## src/rtl/spi_txn_arbiter_if.sv

```systemverilog
// spi_txn_arbiter_if
// Requester-side handshake bundle for spi_txn_arbiter.
//   req0/req1     : requester wants a byte sent (held until its grant)
//   tx0/tx1       : byte to transmit, stable while req is high
//   last0/last1   : this byte closes the burst (CS released afterwards)
//   grant0/grant1 : one-cycle pulse, tx/last captured
//   done0/done1   : one-cycle pulse, byte finished and rx_byte valid
//   rx_byte       : most recently received byte
//   busy          : arbiter is not idle
//   owner         : current or most recent grantee
// Modports: master = requester side, slave = arbiter side.
interface spi_txn_arbiter_if;
  logic       req0;
  logic [7:0] tx0;
  logic       last0;
  logic       grant0;
  logic       done0;
  logic       req1;
  logic [7:0] tx1;
  logic       last1;
  logic       grant1;
  logic       done1;
  logic [7:0] rx_byte;
  logic       busy;
  logic       owner;

  modport master (
    output req0, tx0, last0, req1, tx1, last1,
    input  grant0, done0, grant1, done1, rx_byte, busy, owner
  );

  modport slave (
    input  req0, tx0, last0, req1, tx1, last1,
    output grant0, done0, grant1, done1, rx_byte, busy, owner
  );
endinterface

```

## src/rtl/spi_txn_arbiter.sv

```systemverilog
// spi_txn_arbiter
// Shares one SPI Mode-0 master between two requesters with round-robin
// arbitration and multi-byte bursts (CS held low until the owner flags last).
// SCLK is derived from clk12MHz: one half-period is CLK_DIV clock cycles.
// Ports:
//   clk12MHz      : system clock, all logic on posedge
//   rst           : asynchronous, active-low reset
//   bus           : requester handshake bundle (spi_txn_arbiter_if.slave)
//   SPI_CS_OUT    : chip select, active-low
//   SPI_CLK_OUT   : SCLK, idles low
//   SPI_MOSI_OUT  : transmit data, MSB first
//   SPI_MISO_IN   : receive data, sampled on the SCLK rise
// Build option: define SPI_LOOPBACK_EN to sample the internal MOSI register
// instead of SPI_MISO_IN, so rx_byte echoes the transmitted byte.
module spi_txn_arbiter #(
  parameter int CLK_DIV = 6,
  parameter int CS_GAP  = 2
) (
  input  logic              clk12MHz,
  input  logic              rst,
  spi_txn_arbiter_if.slave  bus,
  output logic              SPI_CS_OUT,
  output logic              SPI_CLK_OUT,
  output logic              SPI_MOSI_OUT,
  input  logic              SPI_MISO_IN
);

  typedef enum logic [2:0] {IDLE, SETUP, SHIFT, HOLD, GAP} state_t;

  state_t     state;
  logic [7:0] div;
  logic [3:0] bit_cnt;
  logic [7:0] tx_sh;
  logic [7:0] shift_in;
  logic       last_q;
  logic       owner_q;
  logic       grant0_q, grant1_q, done0_q, done1_q;
  logic [7:0] rx_q;
  logic       cs_q, sclk_q, mosi_q;

  logic       tick;
  logic       miso_src;
  logic       req_any, winner, pick, take;
  logic [7:0] tx_sel;
  logic       last_sel;

  assign tick = (div == 8'(CLK_DIV - 1));

`ifdef SPI_LOOPBACK_EN
  logic unused_miso;
  assign unused_miso = SPI_MISO_IN;
  // mosi_q still holds the bit being driven when SCLK rises
  assign miso_src    = mosi_q;
`else
  assign miso_src    = SPI_MISO_IN;
`endif

  // In IDLE either requester may win; in HOLD only the burst owner is served.
  always_comb begin
    req_any = bus.req0 | bus.req1;
    if (bus.req0 && bus.req1) winner = ~owner_q;
    else                      winner = bus.req1;
    pick = winner;
    take = 1'b0;
    if (state == IDLE) begin
      take = req_any;
    end else if (state == HOLD) begin
      pick = owner_q;
      take = owner_q ? bus.req1 : bus.req0;
    end
    tx_sel   = pick ? bus.tx1   : bus.tx0;
    last_sel = pick ? bus.last1 : bus.last0;
  end

  always_ff @(posedge clk12MHz or negedge rst) begin
    if (!rst) begin
      state    <= IDLE;
      div      <= '0;
      bit_cnt  <= '0;
      tx_sh    <= '0;
      shift_in <= '0;
      last_q   <= 1'b0;
      owner_q  <= 1'b1;
      grant0_q <= 1'b0;
      grant1_q <= 1'b0;
      done0_q  <= 1'b0;
      done1_q  <= 1'b0;
      rx_q     <= '0;
      cs_q     <= 1'b1;
      sclk_q   <= 1'b0;
      mosi_q   <= 1'b0;
    end else begin
      grant0_q <= 1'b0;
      grant1_q <= 1'b0;
      done0_q  <= 1'b0;
      done1_q  <= 1'b0;
      // Free-running divider; wrapping on tick makes it restart at 0 on
      // every state change that happens on a tick.
      div <= tick ? '0 : div + 8'd1;

      case (state)
        IDLE, HOLD: begin
          div     <= '0;
          bit_cnt <= '0;
          if (take) begin
            owner_q  <= pick;
            grant0_q <= ~pick;
            grant1_q <= pick;
            tx_sh    <= tx_sel;
            last_q   <= last_sel;
            cs_q     <= 1'b0;
            mosi_q   <= tx_sel[7];
            state    <= SETUP;
          end
        end

        SETUP: begin
          if (tick) begin
            bit_cnt <= '0;
            state   <= SHIFT;
          end
        end

        // Even bit_cnt ends a low half-period (rise, sample MISO); odd
        // bit_cnt ends a high half-period (fall, next MOSI bit).
        SHIFT: begin
          if (tick) begin
            bit_cnt <= bit_cnt + 4'd1;
            if (!bit_cnt[0]) begin
              sclk_q   <= 1'b1;
              shift_in <= {shift_in[6:0], miso_src};
            end else begin
              sclk_q <= 1'b0;
              if (bit_cnt == 4'd15) begin
                rx_q    <= shift_in;
                done0_q <= ~owner_q;
                done1_q <= owner_q;
                bit_cnt <= '0;
                if (last_q) begin
                  cs_q   <= 1'b1;
                  mosi_q <= 1'b0;
                  state  <= GAP;
                end else begin
                  state  <= HOLD;
                end
              end else begin
                mosi_q <= tx_sh[6];
                tx_sh  <= {tx_sh[6:0], 1'b0};
              end
            end
          end
        end

        // bit_cnt is reused to count deselected half-periods
        GAP: begin
          if (tick) begin
            if (bit_cnt == 4'(CS_GAP - 1)) begin
              bit_cnt <= '0;
              state   <= IDLE;
            end else begin
              bit_cnt <= bit_cnt + 4'd1;
            end
          end
        end

        default: state <= IDLE;
      endcase
    end
  end

  assign bus.grant0   = grant0_q;
  assign bus.grant1   = grant1_q;
  assign bus.done0    = done0_q;
  assign bus.done1    = done1_q;
  assign bus.rx_byte  = rx_q;
  assign bus.busy     = (state != IDLE);
  assign bus.owner    = owner_q;
  assign SPI_CS_OUT   = cs_q;
  assign SPI_CLK_OUT  = sclk_q;
  assign SPI_MOSI_OUT = mosi_q;

endmodule

```

## src/flat_wrapper.sv

```systemverilog
// flat-port wrapper written by rule: the top's interface ports become plain ports
module spi_txn_arbiter_flat 
#(
  parameter int CLK_DIV = 6,
  parameter int CS_GAP  = 2
)
  (clk12MHz, rst, SPI_CS_OUT, SPI_CLK_OUT, SPI_MOSI_OUT, SPI_MISO_IN, bus_req0, bus_tx0, bus_last0, bus_req1, bus_tx1, bus_last1, bus_grant0, bus_done0, bus_grant1, bus_done1, bus_rx_byte, bus_busy, bus_owner);
  spi_txn_arbiter_if bus_i ();
  input  logic clk12MHz;
  input  logic rst;
  output logic SPI_CS_OUT;
  output logic SPI_CLK_OUT;
  output logic SPI_MOSI_OUT;
  input  logic SPI_MISO_IN;
  input wire logic [$bits(bus_i.req0)-1:0] bus_req0;
  input wire logic [$bits(bus_i.tx0)-1:0] bus_tx0;
  input wire logic [$bits(bus_i.last0)-1:0] bus_last0;
  input wire logic [$bits(bus_i.req1)-1:0] bus_req1;
  input wire logic [$bits(bus_i.tx1)-1:0] bus_tx1;
  input wire logic [$bits(bus_i.last1)-1:0] bus_last1;
  output wire logic [$bits(bus_i.grant0)-1:0] bus_grant0;
  output wire logic [$bits(bus_i.done0)-1:0] bus_done0;
  output wire logic [$bits(bus_i.grant1)-1:0] bus_grant1;
  output wire logic [$bits(bus_i.done1)-1:0] bus_done1;
  output wire logic [$bits(bus_i.rx_byte)-1:0] bus_rx_byte;
  output wire logic [$bits(bus_i.busy)-1:0] bus_busy;
  output wire logic [$bits(bus_i.owner)-1:0] bus_owner;
  assign bus_i.req0 = bus_req0;
  assign bus_i.tx0 = bus_tx0;
  assign bus_i.last0 = bus_last0;
  assign bus_i.req1 = bus_req1;
  assign bus_i.tx1 = bus_tx1;
  assign bus_i.last1 = bus_last1;
  assign bus_grant0 = bus_i.grant0;
  assign bus_done0 = bus_i.done0;
  assign bus_grant1 = bus_i.grant1;
  assign bus_done1 = bus_i.done1;
  assign bus_rx_byte = bus_i.rx_byte;
  assign bus_busy = bus_i.busy;
  assign bus_owner = bus_i.owner;
  spi_txn_arbiter #(.CLK_DIV(CLK_DIV), .CS_GAP(CS_GAP)) u_core (.clk12MHz(clk12MHz), .rst(rst), .bus(bus_i), .SPI_CS_OUT(SPI_CS_OUT), .SPI_CLK_OUT(SPI_CLK_OUT), .SPI_MOSI_OUT(SPI_MOSI_OUT), .SPI_MISO_IN(SPI_MISO_IN));
endmodule
```

## config.mk

```make
export PLATFORM = sky130hd
export DESIGN_NAME = spi_txn_arbiter_flat
export DESIGN_NICKNAME = d
export VERILOG_FILES = /design/src/rtl/spi_txn_arbiter_if.sv /design/src/rtl/spi_txn_arbiter.sv /design/src/flat_wrapper.sv
export SDC_FILE = /design/constraint.sdc
export NUM_CORES = 1
export LEC_CHECK = 0
export ABC_AREA = 1
export ABC_CLOCK_PERIOD_IN_PS = 4050
export CORE_MARGIN = 4
export CORE_UTILIZATION = 55
export DETAILED_ROUTE_END_ITERATION = 6
export GPL_ROUTABILITY_DRIVEN = 0
export GPL_TIMING_DRIVEN = 0
export HOLD_SLACK_MARGIN = 0.08
export PLACE_DENSITY = 0.91
export RECOVER_POWER = 25
export SETUP_SLACK_MARGIN = 0.15
export SLEW_MARGIN = 20
export SYNTH_ARGS = -nofsm -noshare
export SYNTH_HDL_FRONTEND = slang
export SYNTH_SLANG_ARGS = --single-unit
```

## constraint.sdc

```tcl
create_clock -name clk12MHz -period 4.05 [get_ports clk12MHz]
set_input_delay 0.81 -clock clk12MHz [delete_from_list [all_inputs] [get_ports clk12MHz]]
set_output_delay 0.81 -clock clk12MHz [all_outputs]
set_load 0.03 [all_outputs]
```

==> GITHUB_STEP_SUMMARY, run 1 <==
## Synthesis and layout report

| Metric | Value |
|---|---|
| Outcome | finished, violations left |
| Violated checks | max-capacitance violations, max-slew violations |
| MaxCap Viol Count | 1 |
| Comb pwr share | 0.518 |
| First-pass GRT wire length | approximately 9000 um |
| Dpl cells | 408 |
| Combinational Power | 1.05 mW |
| Final hold vios | 0 |
| Critical path peak fanout | 7 |
| Synth Flop Type | dfrtp_1 |
| Top cells, area | dfrtp_1 45%, nand2_1 16%, inv_1 4.8%, nand3_1 4.4%, o21ai_1 4.0% |
| Worst hold stages | 2 |
| ANT cells | 0 |
| Slew Limit Fails | 34 |
| NetSw | 0.9620 mW |
| Core Area | 4384 sq um |
| CP Capture Type | output port |
| CP cell instances | nor2_1 -> nand2_2 -> clkdlybuf4s50_1 |
| CTS tree | done |
| Met2 Usage GRT | 0.3337 |
| Yosys cell types | 34 |
| Met2 wire length | 2580 um |
| WP data arrival | 1790 ps |
| Initial antenna violation count | 0 |
| Gate Area | roughly 1100 sq um |
| Synth warnings | 0 |
| WS Path Type | flip-flop to output port |
| Peak VDD IR | 0.0004308 V |
| Sequential power | 0.686 mW |
| Minimum clock period | between 2000 and 3000 ps |
| Simple share | 0.3575 |
| Setup bufs post-CTS | 0 |
| Met3 WL | about 260 um |
| Critical-path top delay cell | clkdlybuf4s50_1 |
| Clock transition at the registers of the reported paths | around 90 ps |
| CP endpoint | bus_busy |
| Ys async rst share | 1.000 |
-- run 1: kinds of logic after synthesis --
group | after synthesis
xor+xnor | 5
compound gates | 29
buf+inv | 45
simple gates | 186
flops | 47
fa+ha+maj | 4
-- run 1: final cells by class --
class | instances | area share
clock buffers | 5 | 0.02259
multi-input cells | 224 | 0.3745
inverters | 41 | 0.05051
repair buffers | 40 | 0.1273
plain buffers | 4 | 0.009446
well taps | 52 | 0.02136
flip-flops and latches | 47 | 0.3869
clock inverters | 3 | 0.007392
-- run 1: worst max-delay path, delay by kind of cell, from the launching register on --
family                 cells  cell delay, ps
buffers and inverters      1             690
and+or+nand+nor            2             260
DFF                        1             530
==> run_1/metal_stack.png <==
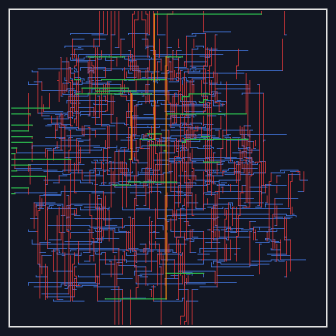
- blue: met1 (wire length 2320 um)
- orange: met4 (wire length 103 um)
- red: met2 (wire length 2580 um)
- green: met3 (wire length 258 um)
total global-route track usage: 0.2121
DR vias: 2134

==> run_1/clock_map.png <==
Bar = 20 um.
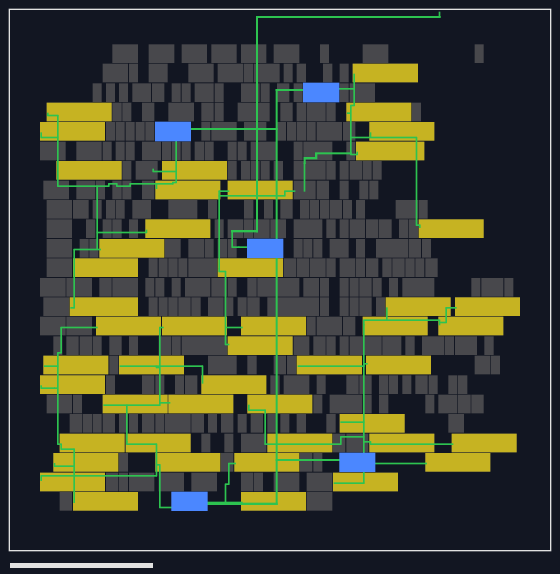
- green: clock wires (length 561 um)
- blue: cells driving clock nets (count 5)
- yellow: flip-flops (count 47)
- routed clock nets: 6
Final Skew: 8.988 ps
Clock Power Share: 0.145
Power Clock: 0.295 mW

==> run_1/gate_families.png <==
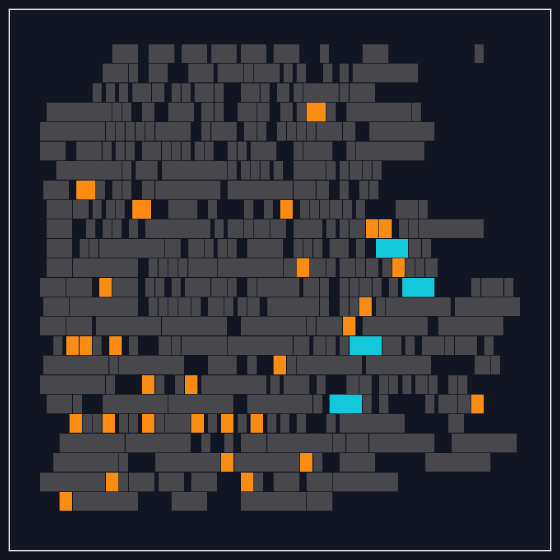
- cyan: adder and majority cells (cells 4; most used ha_1)
- orange: inverting AOI/OAI gates (cells 29; most used o21ai_1)

==> inputs of run 2 (changes only) <==
--- a/config.mk
+++ b/config.mk
@@ -6,14 +6,14 @@
 export NUM_CORES = 1
 export LEC_CHECK = 0
 export ABC_AREA = 1
-export ABC_CLOCK_PERIOD_IN_PS = 4050
+export ABC_CLOCK_PERIOD_IN_PS = 2670
 export CORE_MARGIN = 4
-export CORE_UTILIZATION = 55
+export CORE_UTILIZATION = 53
 export DETAILED_ROUTE_END_ITERATION = 6
 export GPL_ROUTABILITY_DRIVEN = 0
 export GPL_TIMING_DRIVEN = 0
 export HOLD_SLACK_MARGIN = 0.08
-export PLACE_DENSITY = 0.91
+export PLACE_DENSITY = 0.88
 export RECOVER_POWER = 25
 export SETUP_SLACK_MARGIN = 0.15
 export SLEW_MARGIN = 20
==> constraint.sdc (replaced) <==
create_clock -name clk12MHz -period 2.67 [get_ports clk12MHz]
set_input_delay 0.534 -clock clk12MHz [delete_from_list [all_inputs] [get_ports clk12MHz]]
set_output_delay 0.534 -clock clk12MHz [all_outputs]
set_load 0.03 [all_outputs]
==> run_2/metal_stack.png <==
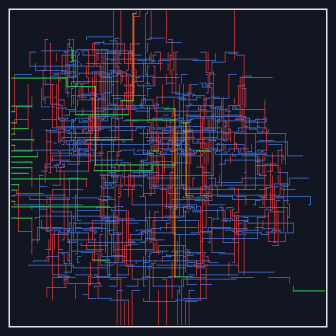
- green: met3 (wire length 222 um)
- red: met2 (wire length 2560 um)
- orange: met4 (wire length 98.6 um)
- blue: met1 (wire length 2400 um)
total global-route track usage: 0.1964
WL/cell: 12.70 um

==> GITHUB_STEP_SUMMARY, run 2 <==
## Synthesis and layout report

| Metric | Value |
|---|---|
| Minimum clock period | around 2300 ps |
| First-pass GRT wire length | 9466 um (+3.3%) |
| ANT cells | 0 (unchanged) |
| Final Skew | 10.27 ps (+1.286 ps) |
| Ys async rst share | 1.000 (unchanged) |
| Critical-path top delay cell | clkdlybuf4s50_1 |
| Met2 wire length | 2564 um (-0.62%) |
| Synth warnings | 0 (unchanged) |
| MaxCap Viol Count | 0 (-1) |
| WS Path Type | flip-flop to output port |
| Top cells, area | dfrtp_1 45%, nand2_1 16%, inv_1 4.8%, nand3_1 4.4%, o21ai_1 4.0% |
| CP endpoint | bus_busy |
| Peak VDD IR | 0.0005826 V (+35%) |
| Initial antenna violation count | 0 (unchanged) |
| Dpl cells | 408 (unchanged) |
| Final hold vios | 0 (unchanged) |
| Power Clock | 0.449 mW (+52%) |
| Met2 Usage GRT | 0.3328 (-0.0009003) |
| CP bufs+invs | 1 (unchanged) |
| WP data arrival | 1800 ps (about the same) |
| CP Capture Type | output port |
| Clock transition at the registers of the reported paths | 80 ps (about the same) |
| Outcome | finished, final reports clean |
| Slew Limit Fails | 0 (-100%) |
-- run 2: netlist changes by cell type in the layout (fill, tap and decap cells not counted) --
cell,delta
inv_6,-1
clkbuf_1,-1
buf_16,+1
clkinv_4,+1
-- run 2: area by class of cell --
type	count	share of cell area
sequential	47	0.3839
multi-input combinational	224	0.3716
timing repair buffer	40	0.1341
inverter	41	0.05012
clock buffer	5	0.02241
tap	52	0.02119
buffer	4	0.009372
clock inverter	3	0.007335
-- run 2: stage by stage --
stage / setup slack (ps) / hold WS (ps) / utilization
6_report: 334.8 / 464.3 / 0.6862
5_1_grt: 283.0 / 501.5 / 0.6862
4_1_cts: 327.4 / 237.6 / 0.6865
3_5_place_dp: 676.6 / 454.7 / 0.6661
3_3_place_gp: -201.2 / 449.7 / 0.6611
2_1_floorplan: 1163 / 238.4 / -
==> inputs of run 3 (changes only) <==
--- a/config.mk
+++ b/config.mk
@@ -7,6 +7,7 @@
 export LEC_CHECK = 0
 export ABC_AREA = 1
 export ABC_CLOCK_PERIOD_IN_PS = 2670
+export CAP_MARGIN = 20
 export CORE_MARGIN = 4
 export CORE_UTILIZATION = 53
 export DETAILED_ROUTE_END_ITERATION = 6
==> run_3/final_clocks.png <==
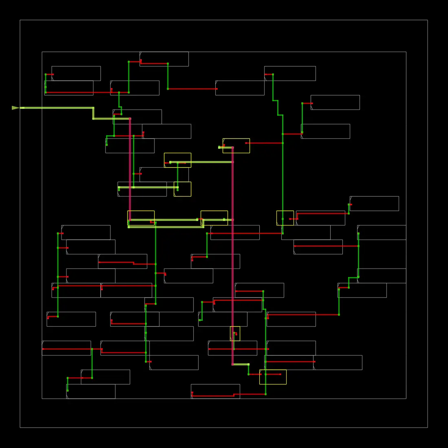
clkbuf count: 5
Late-Pin Clk Latency: 310 ps
CTS sink cnt: 47
CTS buffer count: 5
Flops: 47

==> GITHUB_STEP_SUMMARY, run 3 <==
## Synthesis and layout report

| Metric | Value |
|---|---|
| Minimum clock period | 2335 ps (unchanged) |
| Outcome | finished, final reports clean |
| Dpl cells | 408 (unchanged) |
| Final hold vios | 0 (unchanged) |
| WL/cell | 12.70 um (unchanged) |
| ANT cells | 0 (unchanged) |
| Peak VDD IR | 0.0005826 V (unchanged) |
| Min Hold Slack | 464.3 ps (unchanged) |
| Place WS | 676.6 ps (unchanged) |
| Slew Limit Fails | 0 (unchanged) |
| Clock transition at the registers of the reported paths | 80 ps (about the same) |
| Non-clock buffer count | 44 (unchanged) |
| WP data arrival | 1800 ps (about the same) |
| Clk tree area frac | 0.02975 (unchanged) |
| Tap cells | 52 (unchanged) |
| Fraction of area in registers | 0.3839 (unchanged) |
| Met2 Usage GRT | 0.3328 (unchanged) |
| Largest class | sequential cells |
| Inverters excl. clock | 41 (unchanged) |
| Total global-route track usage | 0.1964 (unchanged) |
| Data buffer area share | 0.1434 (unchanged) |
| Synth warnings | 0 (unchanged) |
| Top cells, area | dfrtp_1 45%, nand2_1 16%, inv_1 4.8%, nand3_1 4.4%, o21ai_1 4.0% |
| Ys async rst share | 1.000 (unchanged) |
| Initial antenna violation count | 0 (unchanged) |
| WS Path Type | flip-flop to output port |
| Multi-input gates | 224 (unchanged) |
| CP Capture Type | output port |
run 3: worst max path at each step:
stage / startpoint / end / slack (ps) / cells past startpoint
4_1_cts: u_core.state[1]$_DFFE_PN0P_ / bus_busy / 330 / 3
5_1_grt: u_core.state[1]$_DFFE_PN0P_ / bus_busy / 280 / 3
2_1_floorplan: u_core.state[1]$_DFFE_PN0P_ / u_core.tx_sh[0]$_DFFE_PN0P_ / 1160 / 8
3_3_place_gp: rst / u_core.tx_sh[2]$_DFFE_PN0P_ / -200 / 1
3_5_place_dp: bus_req0 / u_core.tx_sh[2]$_DFFE_PN0P_ / 680 / 8
6_report: u_core.state[1]$_DFFE_PN0P_ / bus_busy / 330 / 3
run 3: worst max-delay path, delay by kind of cell, from the launching register on:
family	cells	cell delay [ps]
and+or+nand+nor	2	390
DFF	1	500
buffers and inverters	1	610
Power is estimated from default activity; no workload was simulated.
